Figure 1. Routing congestion map.
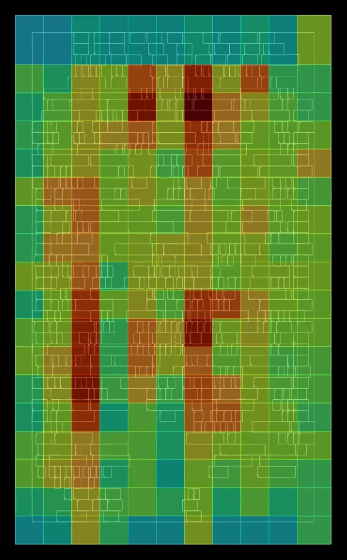
Figure 2. Routed metal, one colour a layer.
Scale: 4 px per um.
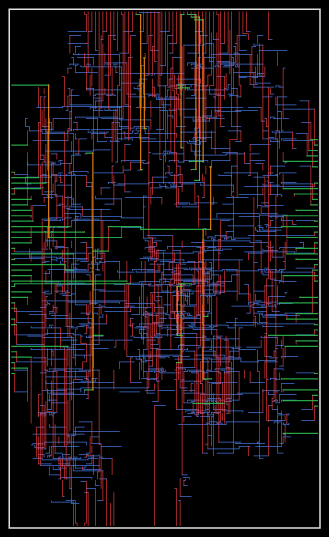
Figure 3. Routed clock nets over the placement.
Scale: 3 px per um.
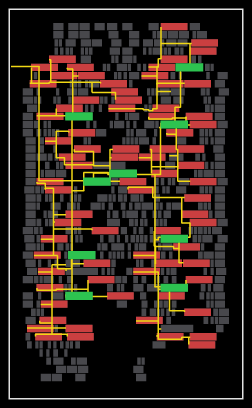
Figure 4. Signal wires on met4.
Scale: 4 px per um.
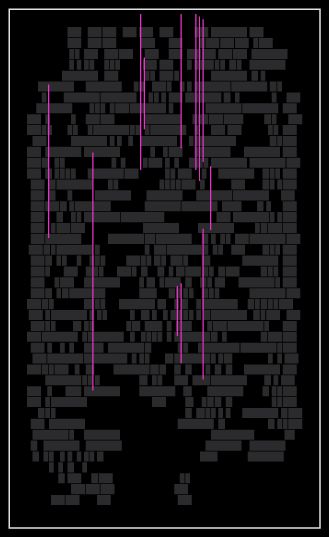
File: config.mk
export PLATFORM = sky130hd
export DESIGN_NAME = sfp_div_issuer_flat
export DESIGN_NICKNAME = d
export VERILOG_FILES = /design/src/rtl/sfp_div_issuer_if.sv /design/src/rtl/sfp_div_issuer.sv /design/src/flat_wrapper.sv
export SDC_FILE = /design/constraint.sdc
export NUM_CORES = 1
export LEC_CHECK = 0
export ABC_AREA = 1
export CAP_MARGIN = 20
export CORE_ASPECT_RATIO = 1.75
export CORE_MARGIN = 4
export CORE_UTILIZATION = 40
export DETAILED_ROUTE_END_ITERATION = 10
export PLACE_DENSITY = 0.75
export SLEW_MARGIN = 5
export SYNTH_ARGS = -nofsm -noshare
export SYNTH_HDL_FRONTEND = slang
export SYNTH_SLANG_ARGS = --single-unit
export TNS_END_PERCENT = 30
File: constraint.sdc
create_clock -name clk -period 4.53 [get_ports clk]
set_input_delay 0.906 -clock clk [delete_from_list [all_inputs] [get_ports clk]]
set_output_delay 0.906 -clock clk [all_outputs]
set_load 0.01 [all_outputs]
File: src/rtl/sfp_div_issuer_if.sv
// rtl/sfp_div_issuer_if.sv - handshake bundle between the divide issuer and its neighbours
interface sfp_div_issuer_if #(
  parameter int W = 20
);
  logic         cfg_valid;
  logic [W-1:0] cfg_den;
  logic         in_valid;
  logic         in_ready;
  logic [W-1:0] in_num;
  logic         div_start;
  logic [W-1:0] div_a;
  logic [W-1:0] div_b;
  logic         div_busy;
  logic         div_valid;
  logic [W-1:0] div_val;
  logic         out_valid;
  logic         out_ready;
  logic [W-1:0] out_data;
  logic         busy;
  logic         done;
  logic         err;

  // issuer side
  modport master (
    input  cfg_valid, cfg_den, in_valid, in_num, div_busy, div_valid, div_val, out_ready,
    output in_ready, div_start, div_a, div_b, out_valid, out_data, busy, done, err
  );

  // environment side: config/numerator source, divider, output sink
  modport slave (
    output cfg_valid, cfg_den, in_valid, in_num, div_busy, div_valid, div_val, out_ready,
    input  in_ready, div_start, div_a, div_b, out_valid, out_data, busy, done, err
  );
endinterface

File: src/rtl/sfp_div_issuer.sv
// rtl/sfp_div_issuer.sv - sequences one denominator and N numerators through the sequential divider
module sfp_div_issuer #(
  parameter int W       = 20,
  parameter int N       = 8,
  parameter int TIMEOUT = 31
) (
  input  logic             clk,
  input  logic             rst_n,
  sfp_div_issuer_if.master bus
);

  localparam int CW = (N > 1) ? $clog2(N) : 1;
  localparam int TW = $clog2(TIMEOUT + 1);

  typedef enum logic [2:0] {
    S_IDLE,
    S_FETCH,
    S_ISSUE,
    S_WAIT,
    S_DRAIN
  } state_t;

  state_t        state;
  logic [CW-1:0] count;
  logic [TW-1:0] tcnt;
  logic [W-1:0]  div_a_q;
  logic [W-1:0]  div_b_q;
  logic [W-1:0]  out_data_q;
  logic          div_start_q;
  logic          out_valid_q;
  logic          out_last_q;
  logic          err_q;

  logic          in_ready_c;
  logic          in_fire;
  logic          out_fire;
  logic          capture;
  logic          timed_out;
  logic          last_elem;
  logic          den_zero;

  // A numerator is only taken when the single output slot is free or empties this cycle
  assign in_ready_c = (state == S_FETCH) && (!out_valid_q || bus.out_ready);
  assign in_fire    = in_ready_c && bus.in_valid;
  assign out_fire   = out_valid_q && bus.out_ready;
  assign capture    = (state == S_WAIT) && bus.div_valid && !bus.div_busy;
  assign timed_out  = (state == S_WAIT) && !capture && (tcnt == TW'(TIMEOUT - 1));
  assign last_elem  = (count == CW'(N - 1));
  assign den_zero   = (div_b_q == '0);

  // Control FSM plus the output slot; all divider controls and results are registered here
  always_ff @(posedge clk or negedge rst_n) begin
    if (!rst_n) begin
      state       <= S_IDLE;
      count       <= '0;
      tcnt        <= '0;
      div_a_q     <= '0;
      div_b_q     <= '0;
      out_data_q  <= '0;
      div_start_q <= 1'b0;
      out_valid_q <= 1'b0;
      out_last_q  <= 1'b0;
      err_q       <= 1'b0;
    end else begin
      div_start_q <= 1'b0;
      // a load below in the same cycle overrides this clear
      if (out_fire) begin
        out_valid_q <= 1'b0;
      end
      case (state)
        S_IDLE: begin
          if (bus.cfg_valid) begin
            div_b_q <= bus.cfg_den;
            count   <= '0;
            err_q   <= 1'b0;
            state   <= S_FETCH;
          end
        end
        S_FETCH: begin
          if (in_fire) begin
            if (!den_zero) begin
              div_a_q     <= bus.in_num;
              div_start_q <= 1'b1;
              state       <= S_ISSUE;
            end else begin
              // divide-by-zero never reaches the divider; saturate instead
              out_data_q  <= '1;
              out_valid_q <= 1'b1;
              out_last_q  <= last_elem;
              err_q       <= 1'b1;
              if (last_elem) begin
                state <= S_DRAIN;
              end else begin
                count <= count + CW'(1);
              end
            end
          end
        end
        S_ISSUE: begin
          tcnt  <= '0;
          state <= S_WAIT;
        end
        S_WAIT: begin
          if (capture || timed_out) begin
            out_data_q  <= capture ? bus.div_val : '1;
            out_valid_q <= 1'b1;
            out_last_q  <= last_elem;
            if (timed_out) begin
              err_q <= 1'b1;
            end
            if (last_elem) begin
              state <= S_DRAIN;
            end else begin
              count <= count + CW'(1);
              state <= S_FETCH;
            end
          end else begin
            tcnt <= tcnt + TW'(1);
          end
        end
        S_DRAIN: begin
          if (out_fire) begin
            state <= S_IDLE;
          end
        end
        default: state <= S_IDLE;
      endcase
    end
  end

  assign bus.in_ready  = in_ready_c;
  assign bus.div_start = div_start_q;
  assign bus.div_a     = div_a_q;
  assign bus.div_b     = div_b_q;
  assign bus.out_valid = out_valid_q;
  assign bus.out_data  = out_data_q;
  assign bus.busy      = (state != S_IDLE);
  assign bus.done      = out_fire && out_last_q;
  assign bus.err       = err_q;

endmodule
File: src/flat_wrapper.sv
// flat-port wrapper written by rule: the top's interface ports become plain ports
module sfp_div_issuer_flat 
#(
  parameter int W       = 20,
  parameter int N       = 8,
  parameter int TIMEOUT = 31
)
  (clk, rst_n, bus_cfg_valid, bus_cfg_den, bus_in_valid, bus_in_num, bus_div_busy, bus_div_valid, bus_div_val, bus_out_ready, bus_in_ready, bus_div_start, bus_div_a, bus_div_b, bus_out_valid, bus_out_data, bus_busy, bus_done, bus_err);
  sfp_div_issuer_if #(.W(W)) bus_i ();
  input  logic clk;
  input  logic rst_n;
  input wire logic [$bits(bus_i.cfg_valid)-1:0] bus_cfg_valid;
  input wire logic [$bits(bus_i.cfg_den)-1:0] bus_cfg_den;
  input wire logic [$bits(bus_i.in_valid)-1:0] bus_in_valid;
  input wire logic [$bits(bus_i.in_num)-1:0] bus_in_num;
  input wire logic [$bits(bus_i.div_busy)-1:0] bus_div_busy;
  input wire logic [$bits(bus_i.div_valid)-1:0] bus_div_valid;
  input wire logic [$bits(bus_i.div_val)-1:0] bus_div_val;
  input wire logic [$bits(bus_i.out_ready)-1:0] bus_out_ready;
  output wire logic [$bits(bus_i.in_ready)-1:0] bus_in_ready;
  output wire logic [$bits(bus_i.div_start)-1:0] bus_div_start;
  output wire logic [$bits(bus_i.div_a)-1:0] bus_div_a;
  output wire logic [$bits(bus_i.div_b)-1:0] bus_div_b;
  output wire logic [$bits(bus_i.out_valid)-1:0] bus_out_valid;
  output wire logic [$bits(bus_i.out_data)-1:0] bus_out_data;
  output wire logic [$bits(bus_i.busy)-1:0] bus_busy;
  output wire logic [$bits(bus_i.done)-1:0] bus_done;
  output wire logic [$bits(bus_i.err)-1:0] bus_err;
  assign bus_i.cfg_valid = bus_cfg_valid;
  assign bus_i.cfg_den = bus_cfg_den;
  assign bus_i.in_valid = bus_in_valid;
  assign bus_i.in_num = bus_in_num;
  assign bus_i.div_busy = bus_div_busy;
  assign bus_i.div_valid = bus_div_valid;
  assign bus_i.div_val = bus_div_val;
  assign bus_i.out_ready = bus_out_ready;
  assign bus_in_ready = bus_i.in_ready;
  assign bus_div_start = bus_i.div_start;
  assign bus_div_a = bus_i.div_a;
  assign bus_div_b = bus_i.div_b;
  assign bus_out_valid = bus_i.out_valid;
  assign bus_out_data = bus_i.out_data;
  assign bus_busy = bus_i.busy;
  assign bus_done = bus_i.done;
  assign bus_err = bus_i.err;
  sfp_div_issuer #(.W(W), .N(N), .TIMEOUT(TIMEOUT)) u_core (.clk(clk), .rst_n(rst_n), .bus(bus_i));
endmodule
==> qor.yml <==
critical_path_class: "in -> out"
die_y_um: 129
endpoint: "bus_in_ready"
p_leak_nw: 2.52
core_sq_mm: 0.00826
finalCriticalPeriod_ns: 3.26
endpoint_kind: "output pin"
floorplan.core_util_pct: 40.7
dr_wl_met2_um: 4400
status: "completed"
via_per_inst: 4.86
postSynthAreaPerCell_sq_um: 8.26
finalSetupViolCount: 0
cts_tree: "done"
reg2reg_from: "u_core.bus.div_b[15]"
clockBufferDepth: 2
p_seq_mw: 1.16
r2r-end: "u_core.bus.div_a[17]"
postCtsSetupRepairBufs: 0
die_x_um: 77.3
dpl.hpwl_um: 6500
required_ns: 3.62
ff2ff_path_depth: 8
ys_sh_aoi_pct: 5.77
top_area_cell: "dfrtp_1"
ys_area_sq_mm: 0.00336
ys_cells: 407
drive_gt1_share_pct: 6.10
sw_frac_of_total_pct: 35.9
dp_cells: 617
yosys.area_share.simple_pct: 29.8
clk_pin_slew_ns: 0.06
area_leaders: "dfrtp_1, nand2_1, nor2_1, nand3_1, inv_1"
p_comb_share_pct: 44.3
grt_overflow: 0
final_cell_mix: "nand2_1, clkdlybuf4s50_1, dfrtp_1, nor2_1, inv_1"
io_buffers: 132
async_flop_share_pct: 100
m1WireLength_um: 3330
wl_met3_um: 520
area_growth_pct: 50.8
firstDrtPassIters: 4
cts_resized: 0
io_pins: 133
layout_top_cell: "nand2_1"
holdCritPathClass: "reg -> reg"
ir_worst_vdd_mv: 0.455
antenna_found_initial: 0
fillCellCount: 732
total_power_mw: 3.60
cts_num_sinks: 75
tool_warnings: 27
placed_cell_area_sq_mm: 0.00471
startpoint: "bus_out_ready"
min_path_cells: 2
hp-start: "u_core.bus.err"
comb-power_mw: 1.59
drtIter0Drc: 159
finalHoldViolCount: 0
grt_pass1_wl_um: 14400
maxCapViolCount: 0
fin_cells: 633
syn-num-nets: 478
crit_chain: "clkdlybuf4s50_1 -> inv_1 -> nand2_1 -> inv_1 -> nor2_1 -> clkdlybuf4s50_1"
grt_max_degree: 76
dpl_worst_slack_ns: 1.30
adder_share_pct: 1.49
slowest_stage: "clkdlybuf4s50_1"
Notes on Figure 1 above:
Total GRT Usage: 18.0%
Final Core Density: 61.4%
M1 GR Usage: 19.9%
met3 Use GR: 4.38%
grt met2 use: 31.0%

Notes on Figure 2 above:
- orange: metal 4 (wire length 387 um)
- blue: metal 1 (wire length 3330 um)
- red: metal 2 (wire length 4400 um)
- green: metal 3 (wire length 521 um)
Routed WL per cell: 13.7 um
drt total wl: 8640 um
Vias: 3076

Notes on Figure 3 above:
- green: clock drivers (count 9)
- red: flip-flops (count 75)
- yellow: clock wires (length 907 um)
- flops lie: all over the die
clk_skew: 0.00655 ns
clock group share of total power: 23.4%
clock latency on the worst-skew pair: 0.33 ns
P_clk: 0.841 mW

Notes on Figure 4 above:
- share of all routed wire: 4.5%
- main direction: vertical
- longest straight run: 59.2 um
- wire length on this layer: 387 um
- nets with wire on the layer: 10

## cell type report
cell class / instances / area (sq um) / share of cell area, %
flip-flops and latches: 75 / 1880 / 37.0
repair buffers: 132 / 1320 / 26.0
multi-input cells: 277 / 1250 / 24.6
clock buffers: 12 / 267 / 5.25
inverters: 41 / 154 / 3.03
well taps: 92 / 115 / 2.27
clock inverters: 4 / 95.1 / 1.87
## Yosys cell counts (3+ instances only)
master	n
nand2_1	132
buf_4	6
ha_1	4
dfrtp_1	75
o21ai_0	5
inv_2	3
nand3_1	31
inv_1	38
a21oi_1	26
nand2_2	5
nor2_1	52
buf_2	3
nand4_1	6
## critical path: cells and delay by family
kind | cells | cell delay [ns]
buffers and inverters | 4 | 1.19
and+or+nand+nor | 2 | 0.25
Power is estimated from default activity; no workload was simulated.
